[src/rtl/sass_pkg.sv]
// Shared constants, FSM encoding and helpers for the SASS triple-redundant
// receiver controller and its voter.
package sass_pkg;
  localparam int DATA_L = 14;
  localparam int FCNT_W = 4;
  localparam int N_CH   = 3;

  typedef enum logic [1:0] {
    ST_IDLE    = 2'd0,
    ST_COLLECT = 2'd1,
    ST_VOTE    = 2'd2,
    ST_OUT     = 2'd3
  } state_t;

  function automatic logic [1:0] ones3(input logic [2:0] m);
    return 2'(m[0]) + 2'(m[1]) + 2'(m[2]);
  endfunction
endpackage

[src/rtl/sass_vote3.sv]
// Combinational three-way bitwise majority voter with per-input mismatch flags.
module sass_vote3
  import sass_pkg::*;
#(
  parameter int data_l = DATA_L
) (
  input  logic [data_l-1:0] i_a,
  input  logic [data_l-1:0] i_b,
  input  logic [data_l-1:0] i_c,
  output logic [data_l-1:0] o_maj,
  output logic [2:0]        o_mism
);
  assign o_maj  = (i_a & i_b) | (i_a & i_c) | (i_b & i_c);
  assign o_mism = {|(i_c ^ o_maj), |(i_b ^ o_maj), |(i_a ^ o_maj)};
endmodule

[src/rtl/sass_tmr_ctrl.sv]
// Collects words from three SASS receivers inside a time window, votes them,
// hands the result out over a valid/ready port and tracks per-channel faults.
module sass_tmr_ctrl
  import sass_pkg::*;
#(
  parameter int data_l   = DATA_L,
  parameter int win      = 8,
  parameter int fault_th = 3
) (
  input  logic              clk,
  input  logic              rst,
  input  logic [2:0]        avl_in,
  input  logic [data_l-1:0] data0,
  input  logic [data_l-1:0] data1,
  input  logic [data_l-1:0] data2,
  input  logic              mode,
  input  logic              fault_clr,
  output logic              out_valid,
  output logic [data_l-1:0] out_data,
  input  logic              out_ready,
  output logic              err,
  output logic              ovr,
  output logic [2:0]        fault
);
  localparam int CNT_W = $clog2(win) + 1;
  localparam logic [CNT_W-1:0]  CNT_LAST = CNT_W'(win - 1);
  localparam logic [FCNT_W-1:0] FCNT_TH  = FCNT_W'(fault_th);
  localparam logic [FCNT_W-1:0] FCNT_MAX = '1;

  state_t                        r_state, w_state_next;
  logic [2:0]                    r_en, w_en_next;
  logic [2:0]                    r_cap, w_cap_next;
  logic                          r_mode, w_mode_next;
  logic [CNT_W-1:0]              r_cnt, w_cnt_next;
  logic                          r_out_valid, w_out_valid_next;
  logic [data_l-1:0]             r_out_data, w_out_data_next;
  logic                          r_err, w_err_next;
  logic                          r_ovr, w_ovr_next;
  logic [2:0]                    w_load, w_inc;

  logic [N_CH-1:0][data_l-1:0]   w_din, w_dq;
  logic [2:0]                    w_fault, w_en_live;
  logic [2:0]                    w_new_idle, w_new_col, w_dup, w_hit, w_miss, w_cap_all;
  logic [data_l-1:0]             w_maj;
  logic [2:0]                    w_mism;

  assign w_din = {data2, data1, data0};

  // Per-channel capture register and saturating fault counter.
  genvar gi;
  generate
    for (gi = 0; gi < N_CH; gi++) begin : g_ch
      logic [data_l-1:0] r_word;
      logic [FCNT_W-1:0] r_fcnt;

      always_ff @(posedge clk) begin
        if (rst) begin
          r_word <= '0;
        end else if (w_load[gi]) begin
          r_word <= w_din[gi];
        end
      end

      always_ff @(posedge clk) begin
        if (rst || fault_clr) begin
          r_fcnt <= '0;
        end else if (w_inc[gi] && (r_fcnt != FCNT_MAX)) begin
          r_fcnt <= r_fcnt + 1'b1;
        end
      end

      assign w_dq[gi]    = r_word;
      assign w_fault[gi] = (r_fcnt >= FCNT_TH);
    end
  endgenerate

  sass_vote3 #(.data_l(data_l)) u_vote (
    .i_a    (w_dq[0]),
    .i_b    (w_dq[1]),
    .i_c    (w_dq[2]),
    .o_maj  (w_maj),
    .o_mism (w_mism)
  );

  // The live enabled set only matters in IDLE; afterwards r_en is authoritative.
  assign w_en_live  = mode ? ~w_fault : 3'b001;
  assign w_new_idle = avl_in & w_en_live;
  assign w_new_col  = avl_in & r_en & ~r_cap;
  assign w_dup      = avl_in & r_en & r_cap;
  assign w_hit      = avl_in & r_en;
  assign w_miss     = r_en & ~r_cap;
  assign w_cap_all  = r_cap | w_new_col;

  always_comb begin
    w_state_next     = r_state;
    w_en_next        = r_en;
    w_mode_next      = r_mode;
    w_cap_next       = r_cap;
    w_cnt_next       = r_cnt;
    w_load           = '0;
    w_inc            = '0;
    w_out_valid_next = r_out_valid;
    w_out_data_next  = r_out_data;
    w_err_next       = 1'b0;
    w_ovr_next       = 1'b0;

    unique case (r_state)
      ST_IDLE: begin
        if (|w_new_idle) begin
          w_load      = w_new_idle;
          w_cap_next  = w_new_idle;
          w_en_next   = w_en_live;
          w_mode_next = mode;
          w_cnt_next  = '0;
          w_state_next = (w_new_idle == w_en_live) ? ST_VOTE : ST_COLLECT;
        end
      end

      ST_COLLECT: begin
        w_load     = w_new_col;
        w_cap_next = w_cap_all;
        w_cnt_next = r_cnt + 1'b1;
        w_ovr_next = |w_dup;
        if ((w_cap_all == r_en) || (w_cnt_next == CNT_LAST)) begin
          w_state_next = ST_VOTE;
        end
      end

      ST_VOTE: begin
        w_ovr_next   = |w_hit;
        w_cap_next   = '0;
        w_cnt_next   = '0;
        w_state_next = ST_IDLE;
        if (!r_mode) begin
          w_out_data_next  = w_dq[0];
          w_out_valid_next = 1'b1;
          w_state_next     = ST_OUT;
        end else if (ones3(r_cap) == 2'd3) begin
          w_out_data_next  = w_maj;
          w_out_valid_next = 1'b1;
          w_inc            = w_mism;
          w_state_next     = ST_OUT;
        end else if (ones3(r_cap) == 2'd2) begin
          // With two captured words the majority equals them iff they agree.
          if ((w_mism & r_cap) == 3'b000) begin
            w_out_data_next  = w_maj;
            w_out_valid_next = 1'b1;
            w_inc            = w_miss;
            w_state_next     = ST_OUT;
          end else begin
            w_err_next = 1'b1;
          end
        end else begin
          w_err_next = 1'b1;
          w_inc      = w_miss;
        end
      end

      ST_OUT: begin
        w_ovr_next = |w_hit;
        if (out_ready) begin
          w_out_valid_next = 1'b0;
          w_state_next     = ST_IDLE;
        end
      end

      default: w_state_next = ST_IDLE;
    endcase
  end

  always_ff @(posedge clk) begin
    if (rst) begin
      r_state     <= ST_IDLE;
      r_en        <= '0;
      r_mode      <= 1'b0;
      r_cap       <= '0;
      r_cnt       <= '0;
      r_out_valid <= 1'b0;
      r_out_data  <= '0;
      r_err       <= 1'b0;
      r_ovr       <= 1'b0;
    end else begin
      r_state     <= w_state_next;
      r_en        <= w_en_next;
      r_mode      <= w_mode_next;
      r_cap       <= w_cap_next;
      r_cnt       <= w_cnt_next;
      r_out_valid <= w_out_valid_next;
      r_out_data  <= w_out_data_next;
      r_err       <= w_err_next;
      r_ovr       <= w_ovr_next;
    end
  end

  assign out_valid = r_out_valid;
  assign out_data  = r_out_data;
  assign err       = r_err;
  assign ovr       = r_ovr;
  assign fault     = w_fault;
endmodule

[config.mk]
export PLATFORM = sky130hd
export DESIGN_NAME = sass_tmr_ctrl
export DESIGN_NICKNAME = d
export VERILOG_FILES = /design/src/rtl/sass_pkg.sv /design/src/rtl/sass_vote3.sv /design/src/rtl/sass_tmr_ctrl.sv
export SDC_FILE = /design/constraint.sdc
export NUM_CORES = 1
export LEC_CHECK = 0
export CORE_MARGIN = 3
export CORE_UTILIZATION = 45
export DETAILED_ROUTE_END_ITERATION = 10
export PLACE_DENSITY = 0.8
export SLEW_MARGIN = 20
export SYNTH_ARGS = -nofsm -noshare
export SYNTH_HDL_FRONTEND = slang
export SYNTH_SLANG_ARGS = --single-unit
[constraint.sdc]
create_clock -name clk -period 6.42 [get_ports clk]
set_input_delay 1.284 -clock clk [delete_from_list [all_inputs] [get_ports clk]]
set_output_delay 1.284 -clock clk [all_outputs]
set_load 0.02 [all_outputs]
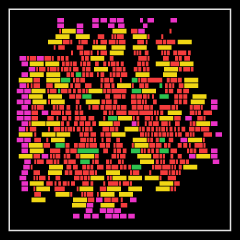
Run 1: cells colored by class
Drawn at 2 px/um.
- magenta: other buffers and delay cells (cells 71)
- green: clock drivers and dummy loads (cells 16)
- red: all other logic (cells 474)
- yellow: flops (cells 84)

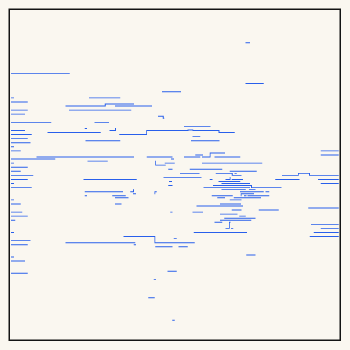
Run 1: the metal 3 layer
Drawn at 3 px/um.
- wire length on this layer: 882 um
- share of all routed wire: 7.2%
- longest straight run: 32.2 um
- nets with wire on the layer: 105

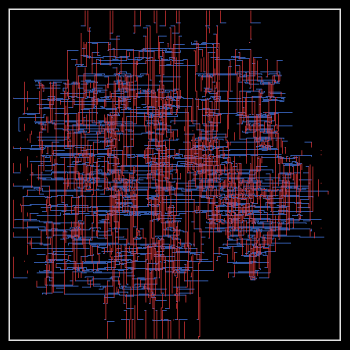
Run 1: metal layers overlaid
Drawn at 3 px/um. Only two layers are drawn.
- red: met2 (wire length 5970 um)
- blue: met1 (wire length 5100 um)
Tot GR Track Use: 20.4%
Vias: 4588
final WL: 12300 um
drt wl/cell: 15.7 um

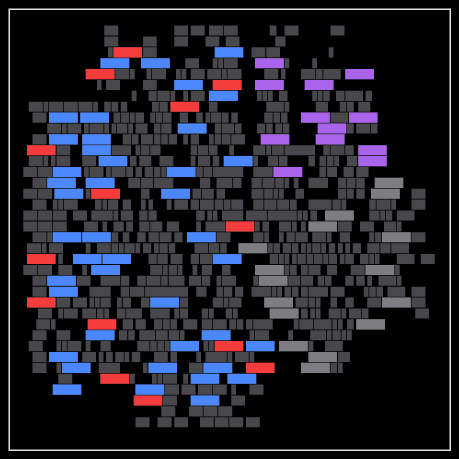
Run 1: register map, names as in the netlist
Drawn at 4 px/um. Other sequential cells in the stronger gray, the rest of the logic in the fainter gray.
- purple: g_ch.r_fcnt (sequential cells 12)
- red: out_data (sequential cells 14)
- blue: g_ch.r_word (sequential cells 42)
final core occ: 55.8%
Seq. pwr: 713 uW

==> results.sh, run 1 <==
# physical design summary
export IMPL_status="complete, no violations"
export IMPL_seqCellArea_sq_um=1680
export IMPL_fmax_ghz=0.305
export IMPL_core_sq_um=10400
export IMPL_min_from="g_ch[1].r_fcnt[1]"
export IMPL_final_hold_violation_count=0
export IMPL_num_io_pins=70
export IMPL_whs_ps=491
export IMPL_finalSetupViolations=0
export IMPL_postPlaceCellArea_sq_um=5610
export IMPL_required_ps=5140
export IMPL_drv_slew=0
export IMPL_antenna_found_initial=0
export IMPL_relSlewSlack_pct=36.3
export IMPL_grt_pass1_wl_um=19600
export IMPL_drive_gt1_share_pct=7.60
export IMPL_end_kind="output pin"
export IMPL_globalRouteOverflowTotal=0
export IMPL_r2r_end="out_data[2]"
export IMPL_period_used_pct=51.1
export IMPL_crit_type="flop to output pin"
export IMPL_dp_cells=765
export IMPL_worstPathMaxFanout=5
-- run 1: layout make-up --
class | count | share of cell area, %
sequential | 84 | 28.9
timing repair buffer | 71 | 12.1
inverter | 24 | 1.55
tap | 136 | 2.93
clock buffer | 11 | 2.43
multi-input combinational | 450 | 51.1
clock inverter | 5 | 1.05
-- run 1: per-layer routing --
metal	vias to the layer above	share of wire, %	routed length (um)	GRT usage (%)
met2	201	49	5970	34.1
met1	2140	42	5100	25.7
met4	0	2.4	296	6.95
met3	35	7.2	881	4.82
met5	-	0	0	0
li1	2212	-	-	-
-- run 1: cells in the final DEF (no fill, tap or decap), types with 6 or more instances in the layout --
cell type        count
or3b_2              13
nand2b_1            28
mux2i_1             59
a21oi_1             23
clkdlybuf4s50_1     68
dfxtp_1             84
nand3b_1            16
nand3_1             14
o22ai_1             17
ha_1                10
inv_1               24
nand2_1             47
o21ai_0             43
nor3_1               7
nor2_1              78
nor2b_1              7
clkbuf_8            10
nor4_1               6
a21o_1               6
-- run 1: power breakdown --
part,leakage [nW],switching [mW],internal [mW],total [mW]
sequential,0.684,0.114,0.599,0.713
clock,0.103,0.199,0.192,0.391
combinational,1.50,0.442,0.342,0.783
-- run 1: sequential cells by signal (all words and copies together), names as in the netlist --
name / cells
out_data: 14
g_ch.r_word: 42
r_cap: 3
r_state: 2
r_en: 3
out_valid: 1
g_ch.r_fcnt: 12
err: 1
ovr: 1
r_cnt: 4
r_mode: 1
-- run 1: critical path: stages, from the launching register on --
cell             delay (ps)
dfxtp_1                 340
ha_1                    250
nor3_1                  410
inv_1                    90
clkdlybuf4s50_1         550
## Run 2: what changed since run 1
PLACE_DENSITY = 0.83   (was 0.8)
clock period = 2.7 ns   (was 6.42 ns; I/O delays follow)
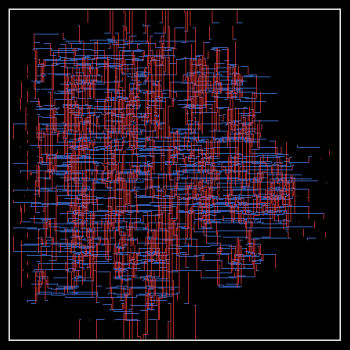
Run 2: metal layers overlaid
Drawn at 3 px/um. Only two layers are drawn.
- blue: met1 (wire length 5280 um)
- red: met2 (wire length 6240 um)

==> run 2 against run 1 <==
Synthesized cell count unchanged. Power up 150%. Worst setup slack worse by 3000 ps. Routed wire length increased by 4.0%. Sequential share of layout area shrank 0.52 points. Final area increased by 1.8%. Worst hold slack got worse by 3.0 ps. Core utilization rose by 1.0 points. Clock power went up to 2.7 times the previous value. Sequential power up 140%. Largest cell class unchanged.
==> results.sh, run 2 <==
# physical design summary
export IMPL_status="complete, no violations"
export IMPL_worst_path_buf_inv=2
export IMPL_relSlewSlack_pct=56.8
export IMPL_grt_use_met2_pct=37.6
export IMPL_track_usage_pct=21.3
export IMPL_fmax_ghz=0.388
export IMPL_whs_ps=488
export IMPL_wl_met1_um=5280
export IMPL_finalSetupViolations=0
export IMPL_top_layer="met4"
export IMPL_met2_length_um=6240
export IMPL_wl_um=12700
export IMPL_seqCellArea_sq_um=1680
export IMPL_vias=4606
export IMPL_final_hold_violation_count=0
export IMPL_required_ps=2160
export IMPL_drive_gt1_share_pct=8.72
export IMPL_core_sq_um=10400
export IMPL_drv_slew=0
export IMPL_met1_usage_pct=25.0
export IMPL_cts_made_buffers=9
export IMPL_crit_type="flop to output pin"
export IMPL_cp_top_family="buffers and inverters"
export IMPL_globalRouteOverflowTotal=0
export IMPL_slowest_delay_ps=550
export IMPL_use_met3_pct=3.76
export IMPL_crit_chain="ha_1 > nor3_1 > inv_1 > clkdlybuf4s50_1"
export IMPL_hold_buffers=0
export IMPL_initial_core_util_pct=46.6
export IMPL_largest_register_ffs=42
export IMPL_final_cell_mix="dfxtp_1 (84), nor2_1 (78), clkdlybuf4s50_1 (68)"
export IMPL_num_io_pins=70
export IMPL_regMostFlops="g_ch.r_word"
export IMPL_wl_met3_um=810
export IMPL_ant_nets=0
export IMPL_period_used_pct=95.5
export IMPL_end_kind="output pin"
export IMPL_grt_pass1_wl_um=20400
[run 2: cell families (layout without fill, tap and decap cells)]
logic type | Yosys count | in the layout | share of synthesized area (%)
compound gates | 138 | 138 | 19.9
xor+xnor | 2 | 2 | 0.361
fa+ha+maj | 11 | 11 | 2.99
buf+inv | 51 | 120 | 4.23
flops | 84 | 84 | 34.6
mux | 61 | 61 | 12.6
simple gates | 238 | 238 | 25.2
[run 2: where the power goes]
part | switching [mW] | internal (mW) | total, mW
logic | 1.09 | 0.871 | 1.96
registers | 0.256 | 1.42 | 1.68
clock network | 0.449 | 0.612 | 1.06
total | 1.79 | 2.91 | 4.70
[run 2: final timing paths]
kind / slack, ps / end / depth (start not counted) / start
hold reg to reg: 490 / r_cnt[3] / 2 / r_cnt[3]
setup reg to reg: 200 / g_ch[2].r_fcnt[1] / 8 / g_ch[1].r_word[11]
setup / recovery: 120 / fault[1] / 4 / g_ch[1].r_fcnt[0]
hold / removal: 490 / r_cnt[3] / 2 / r_cnt[3]
[run 2: stage by stage]
stage               total power, mW  setup WS, ps  utilization (%)  cells  instance area, sq um
detailed placement             3.62           194             54.6    775                  5690
CTS                            4.68           100             56.8    790                  5920
global placement               3.55           305             54.6    775                  5690
finish                         4.70           120             56.8    790                  5920
global route                   4.97          3.11             56.8    790                  5920
floorplan                      3.04           326                -    585                  4850
[run 2: layout make-up]
| class | instances | share of cell area (%) |
|---|---|---|
| repair buffers | 81 | 13.2 |
| inverters | 24 | 1.52 |
| flip-flops and latches | 84 | 28.4 |
| clock inverters | 4 | 1.67 |
| well taps | 136 | 2.87 |
| clock buffers | 11 | 2.22 |
| multi-input cells | 450 | 50.1 |
## Run 3: what changed since run 2
DONT_BUFFER_PORTS = 1   (was unset)
PLACE_DENSITY = 0.74   (was 0.83)
SETUP_SLACK_MARGIN = 0.05   (was unset)
SLEW_MARGIN = 25   (was 20)
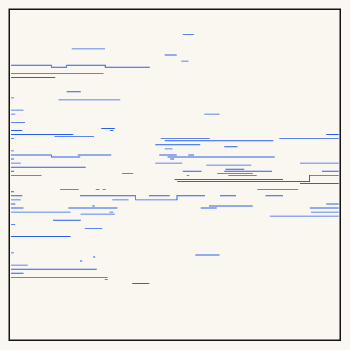
Run 3: the metal 3 layer
Drawn at 3 px/um.
- nets with wire on the layer: 71
- main direction: horizontal
- share of all routed wire: 7.6%
- wire length on this layer: 938 um
- longest straight run: 43.9 um

==> run 3 against run 2 <==
Die area stayed put. Core utilization decreased by 6.7 points. Sequential share of layout area increased by 3.9 points. Highest routed layer unchanged. Critical endpoint is now g_ch[2].r_fcnt[0]. Critical path type is now flop to flop. Synthesized cell count is the same. Largest power group is now registers. Worst hold slack worse by 250 ps. Routed wire length decreased by 3.8%.
==> results.sh, run 3 <==
# physical design summary
export IMPL_status="complete, no violations"
export IMPL_r2r_cells=8
export IMPL_relSlewSlack_pct=67.6
export IMPL_largest_register_ffs=42
export IMPL_dp_cells=708
export IMPL_min_from="rst"
export IMPL_drv_slew=0
export IMPL_layout_top_cell="nor2_1"
export IMPL_comb_power_share_pct=39.6
export IMPL_crit_end="g_ch[2].r_fcnt[0]"
export IMPL_drive_gt1_share_pct=11.7
export IMPL_track_usage_pct=21.5
export IMPL_hold_end="g_ch[0].r_word[5]"
export IMPL_r2r_end="g_ch[2].r_fcnt[0]"
export IMPL_fin_cells=724
export IMPL_r2r_start="g_ch[0].r_word[13]"
export IMPL_seqPwrFrac_pct=40.3
export IMPL_worstPathMaxFanout=8
export IMPL_total_power_mw=4.35
export IMPL_pre_cts_slack_ps=181
export IMPL_pwr_share_clk_pct=20.1
export IMPL_r2r_setup_slack_ps=190
export IMPL_num_io_pins=70
export IMPL_fmax_ghz=0.398
export IMPL_vias=4265
export IMPL_period_used_pct=93.0
export IMPL_core_sq_um=10400
export IMPL_swShare_pct=40.0
run 3: netlist changes by cell type in the layout (fill, tap and decap cells not counted), sizes merged:
cell / previous run / this run
bufinv: 3 / 1
buf: 13 / 14
clkinv: 1 / 5
clkdlybuf4s50: 68 / 0
clkbuf: 11 / 10
run 3: layer usage:
metal / track usage [%] / part of all wire, % / up-vias
met5: 0 / 0 / -
met2: 34.9 / 47 / 132
met4: 8.99 / 2.7 / 0
li1: - / - / 2106
met1: 26.6 / 43 / 2004
met3: 5.93 / 7.6 / 23
run 3: power groups by stage:
| stage | combinational (mW) | clock [mW] | sequential [mW] |
|---|---|---|---|
| after floorplan | 1.38 | 0 | 1.66 |
| after global placement | 1.64 | 0 | 1.76 |
| after detailed placement | 1.69 | 0 | 1.77 |
| after CTS | 1.70 | 0.890 | 1.75 |
| after global routing | 1.90 | 0.950 | 1.79 |
| final | 1.72 | 0.872 | 1.75 |
run 3: worst max-delay path, stage by stage (launching register included):
cell       delay (ps)
dfxtp_1           450
or3b_2            160
o21ai_0           130
or4_4             470
o31ai_4           330
o2111ai_1         220
a31oi_4           290
a21oi_1           130
a31o_2            220
run 3: area by class of cell:
cell class | count | area (sq um)
clock buffers | 10 | 128
clock inverters | 6 | 55.1
fillers | 995 | 5190
inverters | 24 | 90.1
multi-input cells | 450 | 2980
flip-flops and latches | 84 | 1690
well taps | 136 | 170
repair buffers | 14 | 118
run 3: kinds of logic (layout without fill, tap and decap cells):
family	Yosys count	in the layout	share of synthesized area, %
compound gates	138	138	19.9
buf+inv	51	54	4.23
xor+xnor	2	2	0.361
flops	84	84	34.6
simple gates	238	238	25.2
fa+ha+maj	11	11	2.99
mux	61	61	12.6
Power is estimated from default activity; no workload was simulated.
